Fig. 1: drive-strength map
Bar = 20 um.
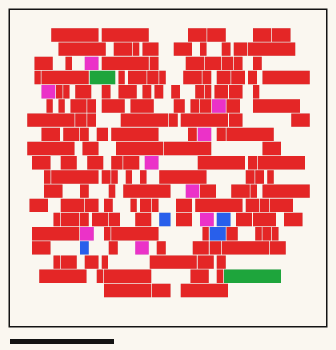
Fig. 2: the metal 3 layer
Bar = 20 um.
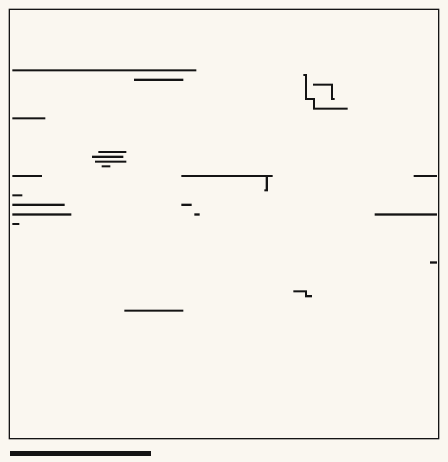
===== src/rtl/and4_pkg.sv =====
// rtl/and4_pkg.sv - shared types and helpers for the and4 sweep generator
// Purpose : pattern width, FSM state encoding and the expected-value function.
// Ports   : none (package).
package and4_pkg;

    localparam int PATTERN_W = 4;

    typedef enum logic [1:0] {
        ST_IDLE = 2'd0,
        ST_RUN  = 2'd1,
        ST_DONE = 2'd2
    } state_t;

    // Expected output of an ideal 4-input AND for a given stimulus pattern.
    function automatic logic and_reduce4(input logic [PATTERN_W-1:0] p);
        return &p;
    endfunction

endpackage


===== src/rtl/and4_prescaler.sv =====
// rtl/and4_prescaler.sv - step prescaler producing one tick every PRESCALE enabled cycles
// Purpose : counts 0..PRESCALE-1 while en is high; tick marks the terminal count.
// Ports   : clk, rst (async, active-high), clr (synchronous clear, wins over en),
//           en (count enable), tick (high during the terminal-count cycle).
module and4_prescaler #(
    parameter int PRESCALE = 200
) (
    input  logic clk,
    input  logic rst,
    input  logic clr,
    input  logic en,
    output logic tick
);

    localparam int CW = (PRESCALE > 1) ? $clog2(PRESCALE) : 1;
    localparam logic [CW-1:0] TERM = CW'(PRESCALE - 1);

    logic [CW-1:0] cnt;

    always_ff @(posedge clk or posedge rst) begin
        if (rst) begin
            cnt <= '0;
        end else if (clr) begin
            cnt <= '0;
        end else if (en) begin
            if (cnt == TERM) begin
                cnt <= '0;
            end else begin
                cnt <= cnt + 1'b1;
            end
        end
    end

    // With PRESCALE=1 the counter never leaves 0, so tick fires every enabled cycle.
    assign tick = en && !clr && (cnt == TERM);

endmodule


===== src/rtl/and4_sweep_gen.sv =====
// rtl/and4_sweep_gen.sv - sweeps a 4-input AND block through all 16 patterns and checks its output
// Purpose : drives in1..in4 as a binary count (in1 = LSB), compares out1_sense against the
//           AND of the pattern delayed by LAT cycles, reports sticky err and a saturating count.
// Ports   : clk, rst (async, active-high), start, stop, continuous, out1_sense (inputs);
//           in1..in4, busy, done, err, mismatch_cnt[CNT_W-1:0] (registered outputs).
module and4_sweep_gen
    import and4_pkg::*;
#(
    parameter int PRESCALE = 200,
    parameter int LAT      = 1,
    parameter int CNT_W    = 8
) (
    input  logic             clk,
    input  logic             rst,
    input  logic             start,
    input  logic             stop,
    input  logic             continuous,
    output logic             in1,
    output logic             in2,
    output logic             in3,
    output logic             in4,
    input  logic             out1_sense,
    output logic             busy,
    output logic             done,
    output logic             err,
    output logic [CNT_W-1:0] mismatch_cnt
);

    localparam logic [2:0] LAT_V = 3'(LAT);

    state_t                 state, state_nx;
    logic [PATTERN_W-1:0]   pattern, pattern_nx;
    logic [2:0]             lat_cnt, lat_nx;
    logic                   check_en, check_en_nx;
    logic                   cont_q;
    logic                   start_acc;
    logic                   tick;
    logic                   expected;

    and4_prescaler #(.PRESCALE(PRESCALE)) u_prescaler (
        .clk  (clk),
        .rst  (rst),
        .clr  (state != ST_RUN),
        .en   (state == ST_RUN),
        .tick (tick)
    );

    always_comb begin
        state_nx   = state;
        pattern_nx = pattern;
        lat_nx     = lat_cnt;
        start_acc  = 1'b0;
        case (state)
            ST_IDLE: begin
                pattern_nx = '0;
                if (start && !stop) begin
                    state_nx  = ST_RUN;
                    lat_nx    = '0;
                    start_acc = 1'b1;
                end
            end
            ST_RUN: begin
                if (lat_cnt != LAT_V) begin
                    lat_nx = lat_cnt + 3'd1;
                end
                if (stop) begin
                    state_nx   = ST_IDLE;
                    pattern_nx = '0;
                end else if (tick) begin
                    if (pattern == 4'hF && !cont_q) begin
                        state_nx = ST_DONE;
                    end else begin
                        pattern_nx = pattern + 4'd1;
                    end
                end
            end
            ST_DONE: begin
                state_nx   = ST_IDLE;
                pattern_nx = '0;
            end
            default: begin
                state_nx   = ST_IDLE;
                pattern_nx = '0;
            end
        endcase
        // Checking starts once the delay line holds values from inside this run.
        check_en_nx = (state_nx == ST_RUN) && (lat_nx == LAT_V);
    end

    always_ff @(posedge clk or posedge rst) begin
        if (rst) begin
            state        <= ST_IDLE;
            pattern      <= '0;
            lat_cnt      <= '0;
            check_en     <= 1'b0;
            cont_q       <= 1'b0;
            busy         <= 1'b0;
            done         <= 1'b0;
            err          <= 1'b0;
            mismatch_cnt <= '0;
        end else begin
            state    <= state_nx;
            pattern  <= pattern_nx;
            lat_cnt  <= lat_nx;
            check_en <= check_en_nx;
            busy     <= (state_nx == ST_RUN);
            done     <= (state_nx == ST_DONE);
            if (start_acc) begin
                cont_q       <= continuous;
                err          <= 1'b0;
                mismatch_cnt <= '0;
            end else if (check_en && (out1_sense != expected)) begin
                err <= 1'b1;
                if (mismatch_cnt != {CNT_W{1'b1}}) begin
                    mismatch_cnt <= mismatch_cnt + 1'b1;
                end
            end
        end
    end

    generate
        if (LAT == 0) begin : g_no_dly
            assign expected = and_reduce4(pattern);
        end else begin : g_dly
            logic [LAT-1:0] sr;
            always_ff @(posedge clk or posedge rst) begin
                if (rst) begin
                    sr <= '0;
                end else begin
                    sr[0] <= and_reduce4(pattern);
                    for (int i = 1; i < LAT; i++) begin
                        sr[i] <= sr[i-1];
                    end
                end
            end
            assign expected = sr[LAT-1];
        end
    endgenerate

    assign in1 = pattern[0];
    assign in2 = pattern[1];
    assign in3 = pattern[2];
    assign in4 = pattern[3];

endmodule


===== config.mk =====
export PLATFORM = sky130hd
export DESIGN_NAME = and4_sweep_gen
export DESIGN_NICKNAME = d
export VERILOG_FILES = /design/src/rtl/and4_pkg.sv /design/src/rtl/and4_prescaler.sv /design/src/rtl/and4_sweep_gen.sv
export SDC_FILE = /design/constraint.sdc
export NUM_CORES = 1
export LEC_CHECK = 0
export ABC_AREA = 0
export CORE_MARGIN = 3
export CORE_UTILIZATION = 50
export DETAILED_ROUTE_END_ITERATION = 16
export PLACE_DENSITY = 0.72
export SLEW_MARGIN = 20
export SYNTH_ARGS = -nofsm -noshare
export SYNTH_HDL_FRONTEND = slang
export SYNTH_SLANG_ARGS = --single-unit

===== constraint.sdc =====
create_clock -name clk -period 2.1 [get_ports clk]
set_input_delay 0.21 -clock clk [delete_from_list [all_inputs] [get_ports clk]]
set_output_delay 0.21 -clock clk [all_outputs]
set_load 0.01 [all_outputs]

==> impl_table.tex <==
% Generated from flow reports
\begin{tabular}{lr}
\hline
Metric & Value \\
\hline
\multicolumn{2}{l}{\textbf{CTS}} \\
Clk root buf & sky130\_fd\_sc\_hd\_\_clkbuf\_4 \\
Max Buffers Root-to-Sink & 2 \\
Total clock buffers created by CTS & 5 \\
Number of buffers inserted for hold repair after clock tree synthesis & 0 \\
CTS tree & yes \\
CTS resizes & 0 \\
H-tree depth & 2 \\
Clock-pin slew of the registers on the worst-case setup and hold paths & 0.10 ns \\
Latest clock arrival within the worst-skew pair & 0.33 ns \\
Number of post-CTS setup repair buffers & 0 \\
\multicolumn{2}{l}{\textbf{Global route}} \\
Wire length of the first global-routing pass & 5260 um \\
Global route hottest layer & met2 \\
Met2 capacity usage during global routing & 29.9\% \\
Antenna violations before repair & 0 \\
M1 GR Usage & 25.2\% \\
Largest net degree at the start of global routing & 32 \\
Remaining global-route overflow & 0 \\
\multicolumn{2}{l}{\textbf{Floorplanning}} \\
Chip Height & 60.5 um \\
Horizontal die size & 60.5 um \\
Core utilization at floorplan & 53.0\% \\
Die footprint & 3670 um2 \\
\multicolumn{2}{l}{\textbf{Synth}} \\
Largest logic family & simple AND/OR/NAND/NOR gates \\
Multiplexer area fraction after synthesis & 1.35\% \\
Area share of the largest cell type after synthesis & 52.1\% \\
Leading cell type by number of instances after synthesis & sky130\_fd\_sc\_hd\_\_dfrtp\_1 \\
Total standard cell area after synthesis & 1490 um2 \\
Parity-gate share of the synthesized area counting xor and xnor cells & 5.89\% \\
Area figure in the yosys stat output & 1490 um2 \\
Commonest cells in the synthesized netlist & sky130\_fd\_sc\_hd\_\_dfrtp\_1 (31), sky130\_fd\_sc\_hd\_\_nor2\_1 (14), sky130\_fd\_sc\_hd\_\_nand3\_1 (13) \\
Ao+oa area frac & 10.6\% \\
Syn Inst Count & 146 \\
Number of cells in the yosys synthesis report & 146 \\
Count of flip-flops with a built-in enable after synthesis & 0 \\
Number of distinct standard cells referenced by the synthesized netlist & 35 \\
Post-synth area hogs & sky130\_fd\_sc\_hd\_\_dfrtp\_1 (52\%), sky130\_fd\_sc\_hd\_\_xor2\_1 (5.3\%), sky130\_fd\_sc\_hd\_\_nand3\_1 (4.4\%) \\
Flops \& latches, synth & 31 \\
Cell type with the highest aggregate area in the netlist & sky130\_fd\_sc\_hd\_\_dfrtp\_1 \\
Per-instance average area after synthesis & 10.2 um2 \\
Total nets after synthesis & 157 \\
Async set or reset register ratio after synthesis & 100\% \\
Sequential-to-total area share from yosys stat & 52.1\% \\
\multicolumn{2}{l}{\textbf{Run}} \\
Number of OpenROAD warnings & 27 \\
\multicolumn{2}{l}{\textbf{Place}} \\
Area post-placement & 1730 um2 \\
Cell count after placement & 197 \\
GPL Wtd Cong & 0.863 \\
Final HPWL DP & 2190 um \\
I/O Buffers & 20 \\
\multicolumn{2}{l}{\textbf{Layout}} \\
Finished Cell Area & 1820 um2 \\
Number of nets in the layout & 184 \\
Fraction of the core area covered by cells at the end of the flow & 64.9\% \\
Layout cells sized above 1 & 8.62\% \\
Diodes inserted & 0 \\
Count of placed standard cells in the final layout, fillers left out & 205 \\
Reg area & 776 um2 \\
Layout Area Growth over Synthesis & 22.3\% \\
Fill cell total of the finished layout & 259 \\
Multi-input combinational cell area & 658 um2 \\
\multicolumn{2}{l}{\textbf{STA}} \\
Crit path time final & 1.80 ns \\
Final-layout setup total negative slack & 0 ns \\
Final max-slew violation count & 0 \\
Setup repair after global routing missed its margin & no \\
Max-slew headroom at the worst pin & 72.5\% \\
Maximum clock frequency & 557 MHz \\
Final period util & 85.5\% \\
Hold Vio Cnt, Final & 0 \\
Setup violators final & 0 \\
\multicolumn{2}{l}{\textbf{Worst setup path}} \\
Category of the most critical setup path & reg2reg \\
Critical path launch point & u\_prescaler.cnt[0]\$\_DFF\_PP0\_ \\
CP required & 2.38 ns \\
Cell breakdown of the critical path & ha\_1 > and4\_1 > nand3\_1 > or4\_1 > nand2\_1 \\
Crit Path Max Fanout & 5 \\
Critical path startpoint category & register \\
Slowest Stage Delay on Critical Path & 0.53 ns \\
Top Family by Delay on Critical Path & simple AND/OR/NAND/NOR gates \\
Cell with the largest stage delay on the worst path & sky130\_fd\_sc\_hd\_\_or4\_1 \\
\multicolumn{2}{l}{\textbf{Routing}} \\
Number of remaining DRC errors & 0 \\
Number of nets with antenna violations after detailed routing & 0 \\
Detail-routed net length per standard cell & 14.8 um \\
Total wire length after detailed routing & 3030 um \\
Count of vias placed by the detailed router & 1199 \\
Via count normalized by instance count & 5.85 \\
\multicolumn{2}{l}{\textbf{Power and ir drop}} \\
Worst-case vdd ir drop & 0.444 mV \\
Areal power density over the cells & 797 nW/um2 \\
\multicolumn{2}{l}{\textbf{Hold path}} \\
Class of the tightest hold or removal check & in2async \\
\multicolumn{2}{l}{\textbf{Run status}} \\
Run status & finished clean \\
\hline
\end{tabular}
Back to the opening pictures, Fig. 1:
size	colour	cells
x6 and larger	green	2
x2	blue	4
x3 and x4	magenta	9
x1 and smaller	red	159

Back to the opening pictures, Fig. 2:
wire length on this layer	125 um
main direction	horizontal
share of all routed wire	4.1%
nets with wire on the layer	18

-- sequential cells by signal, summed over array words and instances, names as in the netlist --
signal and flops:
err 1, pattern 4, state 2, mismatch_cnt 8, busy 1, done 1, check_en 1, u_prescaler.cnt 8
cont_q 1, lat_cnt 3, expected 1
-- cells in the final DEF, fill, tap and decap left out, types with 2 or more instances in the layout --
| cell | n |
|---|---|
| sky130_fd_sc_hd__dfrtp_1 | 31 |
| sky130_fd_sc_hd__clkdlybuf4s50_1 | 20 |
| sky130_fd_sc_hd__nor2_1 | 14 |
| sky130_fd_sc_hd__nand3_1 | 13 |
| sky130_fd_sc_hd__xor2_1 | 9 |
| sky130_fd_sc_hd__a21oi_1 | 9 |
| sky130_fd_sc_hd__inv_1 | 8 |
| sky130_fd_sc_hd__nand2_1 | 8 |
| sky130_fd_sc_hd__o21ai_0 | 5 |
| sky130_fd_sc_hd__ha_1 | 5 |
| sky130_fd_sc_hd__clkbuf_4 | 5 |
| sky130_fd_sc_hd__or4_1 | 4 |
| sky130_fd_sc_hd__and3_1 | 4 |
| sky130_fd_sc_hd__buf_4 | 4 |
| sky130_fd_sc_hd__or3_1 | 3 |
| sky130_fd_sc_hd__o31ai_1 | 3 |
| sky130_fd_sc_hd__nor3_1 | 3 |
| sky130_fd_sc_hd__nor4b_1 | 2 |
| sky130_fd_sc_hd__nand4_1 | 2 |
| sky130_fd_sc_hd__o211ai_1 | 2 |
| sky130_fd_sc_hd__mux2i_1 | 2 |
| sky130_fd_sc_hd__a2bb2oi_1 | 2 |
-- metrics by stage --
step                      power [mW]  setup slack (ns)  hold slack (ns)
after detailed placement       0.971             0.243            0.460
after floorplan                0.871             0.499            0.314
after global placement         0.962             0.290            0.466
after CTS                       1.46             0.301            0.263
after global routing            1.54             0.205            0.290
final                           1.45             0.304            0.251
-- final timing paths --
| kind | end | slack, ns | depth (start not counted) |
|---|---|---|---|
| worst max-delay path | pattern[3]$_DFFE_PP0P_ | 0.30 | 5 |
| worst min-delay path | u_prescaler.cnt[3]$_DFF_PP0_ | 0.25 | 3 |
| worst max register to register | pattern[3]$_DFFE_PP0P_ | 0.30 | 5 |
| worst min register to register | cont_q$_DFFE_PP0P_ | 0.48 | 2 |
| min in group clk | cont_q$_DFFE_PP0P_ | 0.43 | 3 |
| max in group asynchronous | mismatch_cnt[1]$_DFFE_PP0P_ | 1.57 | 3 |
-- where the power goes --
group	switching (mW)	internal [mW]
combinational	0.129	0.123
sequential	0.0524	0.653
clock	0.211	0.281
total	0.393	1.06
-- area by class of cell --
cell class,count,share of cell area [%]
clock buffers,6,2.82
clock inverters,2,1.93
inverters,8,1.65
multi-input cells,103,36.2
flip-flops and latches,31,42.6
well taps,31,2.13
repair buffers,24,12.7
-- cells by family (layout without fill, tap and decap cells) --
kind of cell / after synthesis / after routing
flops: 31 / 31
simple gates: 61 / 61
buf+inv: 12 / 40
fa+ha+maj: 5 / 5
compound gates: 25 / 25
mux: 2 / 2
xor+xnor: 10 / 10
-- per-layer routing --
layer  share of wire [%]  vias up
met5                   0        -
met4                 1.7        0
met3                 4.1        6
met2                  49       32
met1                  45      584
li1                    -      577
Power is estimated from default activity; no workload was simulated.
